Fig. 1: signal wires on met2
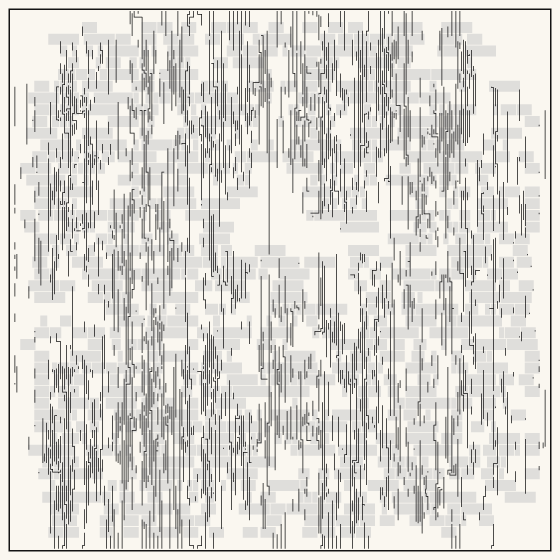
Fig. 2: I/O nets highlighted
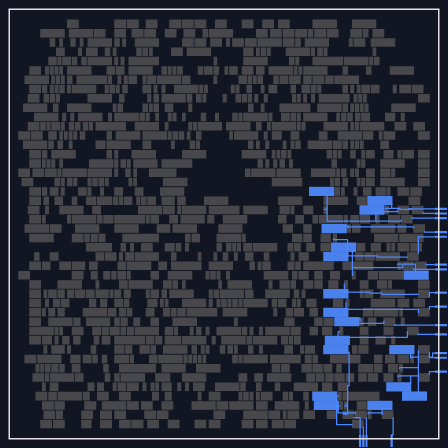
===== src/rtl/fetch_pkg.sv =====
// Shared types and constants for the instruction-fetch stage.
// Widths here are defaults; modules may override via parameters.
package fetch_pkg;

  localparam int PC_W_DEF    = 18;
  localparam int INSTR_W_DEF = 33;
  localparam int PC_STEP_DEF = 4;

  localparam logic [INSTR_W_DEF-1:0] NOP_INSTR = '0;

  typedef enum logic [1:0] {
    F_REQ,
    F_WAIT,
    F_HOLD
  } fetch_state_t;

endpackage


===== src/rtl/fetch_ifid_reg.sv =====
// IF/ID pipeline register: flush beats stall, stall beats load,
// and an idle cycle inserts a bubble.
module fetch_ifid_reg
  import fetch_pkg::*;
#(
  parameter int PC_W    = PC_W_DEF,
  parameter int INSTR_W = INSTR_W_DEF
) (
  input  logic               clk,
  input  logic               rst,
  input  logic               load,
  input  logic               stall,
  input  logic               flush,
  input  logic [INSTR_W-1:0] instr,
  input  logic [PC_W-1:0]    pc,
  input  logic [PC_W-1:0]    pc_plus,
  output logic [INSTR_W-1:0] InstrD,
  output logic [PC_W-1:0]    PCD,
  output logic [PC_W-1:0]    PCPlus4D,
  output logic               ValidD
);

  localparam logic [INSTR_W-1:0] BUBBLE =
    INSTR_W'(NOP_INSTR);

  always_ff @(posedge clk) begin
    if (rst || flush) begin
      InstrD   <= BUBBLE;
      PCD      <= '0;
      PCPlus4D <= '0;
      ValidD   <= 1'b0;
    end else if (!stall) begin
      if (load) begin
        InstrD   <= instr;
        PCD      <= pc;
        PCPlus4D <= pc_plus;
        ValidD   <= 1'b1;
      end else begin
        InstrD   <= BUBBLE;
        PCD      <= '0;
        PCPlus4D <= '0;
        ValidD   <= 1'b0;
      end
    end
  end

endmodule


===== src/rtl/fetch_cycle.sv =====
// Fetch stage: owns the PC, keeps one request in flight to imem,
// and feeds decode through the IF/ID register.
module fetch_cycle
  import fetch_pkg::*;
#(
  parameter int PC_W     = PC_W_DEF,
  parameter int INSTR_W  = INSTR_W_DEF,
  parameter int PC_STEP  = PC_STEP_DEF,
  parameter int RESET_PC = 0
) (
  input  logic               clk,
  input  logic               rst,
  input  logic               PCSrcE,
  input  logic [PC_W-1:0]    PCTargetE,
  input  logic               StallF,
  input  logic               StallD,
  input  logic               FlushD,
  output logic               imem_req,
  output logic [PC_W-1:0]    imem_addr,
  input  logic               imem_ready,
  input  logic               imem_rvalid,
  input  logic [INSTR_W-1:0] imem_rdata,
  output logic [INSTR_W-1:0] InstrD,
  output logic [PC_W-1:0]    PCD,
  output logic [PC_W-1:0]    PCPlus4D,
  output logic               ValidD
);

  localparam logic [PC_W-1:0] STEP = PC_W'(PC_STEP);
  localparam logic [PC_W-1:0] PC0  = PC_W'(RESET_PC);

  fetch_state_t       state;
  logic [PC_W-1:0]    pc;
  logic [PC_W-1:0]    fpc;
  logic               drop;
  logic [INSTR_W-1:0] hbuf;

  logic               accept;
  logic               rsp_ok;
  logic               ifid_load;
  logic [INSTR_W-1:0] ifid_instr;

  assign imem_req  = !rst && (state == F_REQ)
                     && !StallF && !PCSrcE;
  assign imem_addr = pc;
  assign accept    = imem_req && imem_ready;

  // A live response or the held one, unless a redirect kills it
  assign rsp_ok    = (state == F_WAIT) && imem_rvalid
                     && !drop && !PCSrcE;
  assign ifid_load = rsp_ok
                     || ((state == F_HOLD) && !PCSrcE);
  assign ifid_instr = (state == F_HOLD) ? hbuf
                                        : imem_rdata;

  always_ff @(posedge clk) begin
    if (rst) begin
      state <= F_REQ;
      pc    <= PC0;
      fpc   <= PC0;
      drop  <= 1'b0;
      hbuf  <= '0;
    end else begin
      if (PCSrcE)
        pc <= PCTargetE;
      else if (accept)
        pc <= pc + STEP;

      unique case (state)
        F_REQ: begin
          if (accept) begin
            fpc   <= pc;
            state <= F_WAIT;
          end
        end
        F_WAIT: begin
          if (imem_rvalid) begin
            drop <= 1'b0;
            if (rsp_ok && StallD) begin
              hbuf  <= imem_rdata;
              state <= F_HOLD;
            end else begin
              state <= F_REQ;
            end
          end else if (PCSrcE) begin
            drop <= 1'b1;
          end
        end
        F_HOLD: begin
          if (PCSrcE || !StallD) begin
            hbuf  <= '0;
            state <= F_REQ;
          end
        end
        default: state <= F_REQ;
      endcase
    end
  end

  fetch_ifid_reg #(
    .PC_W    (PC_W),
    .INSTR_W (INSTR_W)
  ) u_ifid (
    .clk      (clk),
    .rst      (rst),
    .load     (ifid_load),
    .stall    (StallD),
    .flush    (FlushD),
    .instr    (ifid_instr),
    .pc       (fpc),
    .pc_plus  (fpc + STEP),
    .InstrD   (InstrD),
    .PCD      (PCD),
    .PCPlus4D (PCPlus4D),
    .ValidD   (ValidD)
  );

endmodule


===== config.mk =====
export PLATFORM = sky130hd
export DESIGN_NAME = fetch_cycle
export DESIGN_NICKNAME = d
export VERILOG_FILES = /design/src/rtl/fetch_pkg.sv /design/src/rtl/fetch_ifid_reg.sv /design/src/rtl/fetch_cycle.sv
export SDC_FILE = /design/constraint.sdc
export NUM_CORES = 1
export LEC_CHECK = 0
export CAP_MARGIN = 20
export CORE_MARGIN = 2
export CORE_UTILIZATION = 45
export CTS_CLUSTER_DIAMETER = 60
export CTS_CLUSTER_SIZE = 20
export DETAILED_ROUTE_END_ITERATION = 7
export PLACE_DENSITY_LB_ADDON = 0.08
export SYNTH_ARGS = -nofsm -noshare
export SYNTH_HDL_FRONTEND = slang
export SYNTH_HIERARCHICAL = 1
export SYNTH_SLANG_ARGS = --single-unit

===== constraint.sdc =====
create_clock -name clk -period 2.2 [get_ports clk]
set_input_delay 0.44 -clock clk [delete_from_list [all_inputs] [get_ports clk]]
set_output_delay 0.44 -clock clk [all_outputs]
set_load 0.005 [all_outputs]

==> results.yml <==
# flow metrics
setup_path:
  cp.arrival_ps: 1620
  critPathCaptureType: "primary output"
  reg2regPathDepth: 5
  r2r_start: "imem_addr[2]"
  reg2reg_slack_ps: 410
  critPathLaunchType: "input port"
  crit_type: "in -> out"
  cp_max_fo: 2
  rr_endpoint: "imem_addr[8]"
  cp.required_ps: 1760
clock_tree:
  numCtsBuffers: 17
  clockBufferDepth: 2
  postCtsSetupBuffers: 0
  cts.sinks: 142
  clkLatencyLatePin_ps: 420
  htreeDepth: 4
  cts_hold_buf: 0
  tritoncts: "done"
  path_clk_slew_ps: 60
  ctsResizeCount: 2
  clockRootBuffer: "clkbuf_16"
place:
  globalplace.congestion: 0.794
  postPlaceCellArea_mm2: 0.00825
  pre_cts_ws_ps: -230
  portBuffers: 147
  dp_hpwl_um: 11500
  dp.cells: 1123
sta:
  min_period_ps: 2060
  finalClockSkew_ps: 7.66
  rsz0062_at_grt: "false"
  slew_headroom: 0.688
  hold_viol: 0
  setup_viol_count_final: 0
  timing.hold.ws_ps: 452
  period_used_share: 0.937
  finalMaxSlewViolations: 0
  fmax_ghz: 0.485
  finalWorstSetupSlack_ps: 138
  fin_setup_tns_ps: 0
  tightest_slew_ps: 468
floorplanning:
  core_area_mm2: 0.0144
  initCoreUtil: 0.457
  dieWidth_um: 125
  die_area_mm2: 0.0156
  num_io_pins: 148
  rows: 44
  die_height_um: 125
power_and_ir_drop:
  power_density_mw_per_mm2: 677
  power_w: 0.00600
  vdd_drop_max_mv: 0.535
  total_leakage_power_nw: 2.99
synthesis:
  synthCells: 827
  ys.flop_type: "dfxtp_1"
  synthAdderAreaFrac: 0.00379
  synth.avg_cell_area_um2: 7.98
  synth_top_area_share: 0.431
  common_cells: "nand2_1, dfxtp_1, a21oi_1"
  synthTopLogicFamily: "simple AND/OR/NAND/NOR gates"
  yosysTopAreaCell: "dfxtp_1"
  synth_seq_share: 0.431
  synth_cell_types: 48
  ys_area_mm2: 0.00660
  ys_sh_simple: 0.322
  async_flop_share: 0
  synth.area.mux_share: 0.0112
  edf_count: 0
  syn-num-nets: 888
  topCellsByArea: "dfxtp_1, nand2_1, nand3b_1"
  most_common_cell: "nand2_1"
  ys_ff: 142
  yosys_cells: 827
  xor_share: 0.0199
  aoi_share: 0.148
  ys_warn_count: 6
  synthesis.area_mm2: 0.00660
final_layout:
  final_area_mm2: 0.00886
  drive_gt1_frac: 0.115
  utilization: 0.614
  diodes: 0
  nets: 1019
  area.growth.synth_to_final_pct: 34.3
  stdcell_count: 1155
job:
  max_cap_viol_count: 0
  log.warning_count: 28
global_routing:
  met2_usage: 0.345
  use_met3: 0.0539
  top_usage_layer: "met2"
  track_usage: 0.222
  grt_overflow: 0
  grt_start_max_net_pins: 140
  grt_pass1_wl_um: 28800
  grt_pass1_vias: 5906
  globalRouteMet1Util: 0.299
  antenna_found_initial: 0
route:
  m1WireLength_um: 7910
  vias: 6184
  wl_met2_um: 7930
  drc_errors: 0
  routedWlPerCell_um: 14.9
  wl_met3_um: 947
  routed_wirelength_um: 17200
  antenna_left: 0
  dr.pass1.iters: 7
  drt_iter0_drc: 390
  avgViaCountPerCell: 5.35
  top_layer_used: "met4"
min_path:
  hp-start: "hbuf[28]"
  hold_depth: 2
  whs_endpoint: "hbuf[28]"
  holdCritPathClass: "reg -> reg"
run_status:
  outcome: "complete, no violations"
Back to the opening pictures, Fig. 1:
nets with wire on the layer	826
wire length on this layer	7930 um
share of all routed wire	46%
main direction	vertical

Back to the opening pictures, Fig. 2:
port	color	bits	direction	edge	end cells	buffers	wire
PCPlus4D	blue	18	output	14 right, 4 bottom	18	18	404 um

-- worst max-delay path by stage --
stage               cells after the start  slack (ps)       endpoint      from
floorplan                               5         310  imem_addr[15]    PCSrcE
global placement                        4        -230       imem_req    PCSrcE
detailed placement                      4        -230       imem_req    PCSrcE
CTS                                     4         120       imem_req    PCSrcE
global route                            3          90       imem_req  state[0]
finish                                  4         140       imem_req    PCSrcE
-- power breakdown --
| group | internal [W] | total (W) | switching (W) |
|---|---|---|---|
| logic | 0.000226 | 0.000435 | 0.000209 |
| clock network | 0.00181 | 0.00293 | 0.00112 |
| registers | 0.00260 | 0.00264 | 0.0000401 |
| total | 0.00463 | 0.00600 | 0.00137 |
-- layout make-up --
type / count / area, um2
Clock buffer: 18 / 439
Inverter: 4 / 15.0
Tap cell: 184 / 230
Clock inverter: 14 / 168
Sequential cell: 142 / 2840
Multi-Input combinational cell: 615 / 3360
Fill cell: 1281 / 5560
Timing Repair Buffer: 178 / 1810
-- cell usage in the layout (no fill, tap or decap), types with 9 or more instances in the layout --
master,count
nor2_1,11
nand3_1,44
o211ai_1,9
buf_4,23
a21oi_1,98
clkdlybuf4s50_1,144
xnor2_1,10
nand3b_1,69
dfxtp_1,142
a21oi_2,31
clkbuf_16,17
buf_12,9
nand2_1,257
-- worst max-delay path, stage by stage --
cell             delay, ps
clkdlybuf4s50_1        420
or4_4                  440
nor2_2                  90
dlygate4sd2_1          230
-- sequential cells by signal, summed over array words and instances (netlist names) --
name and cells:
hbuf 33, u_ifid/ValidD 1, drop 1, imem_addr 18
u_ifid/PCD 18, state 2, u_ifid/PCPlus4D 18, fpc 18
u_ifid/InstrD 33
Power is estimated from default activity; no workload was simulated.
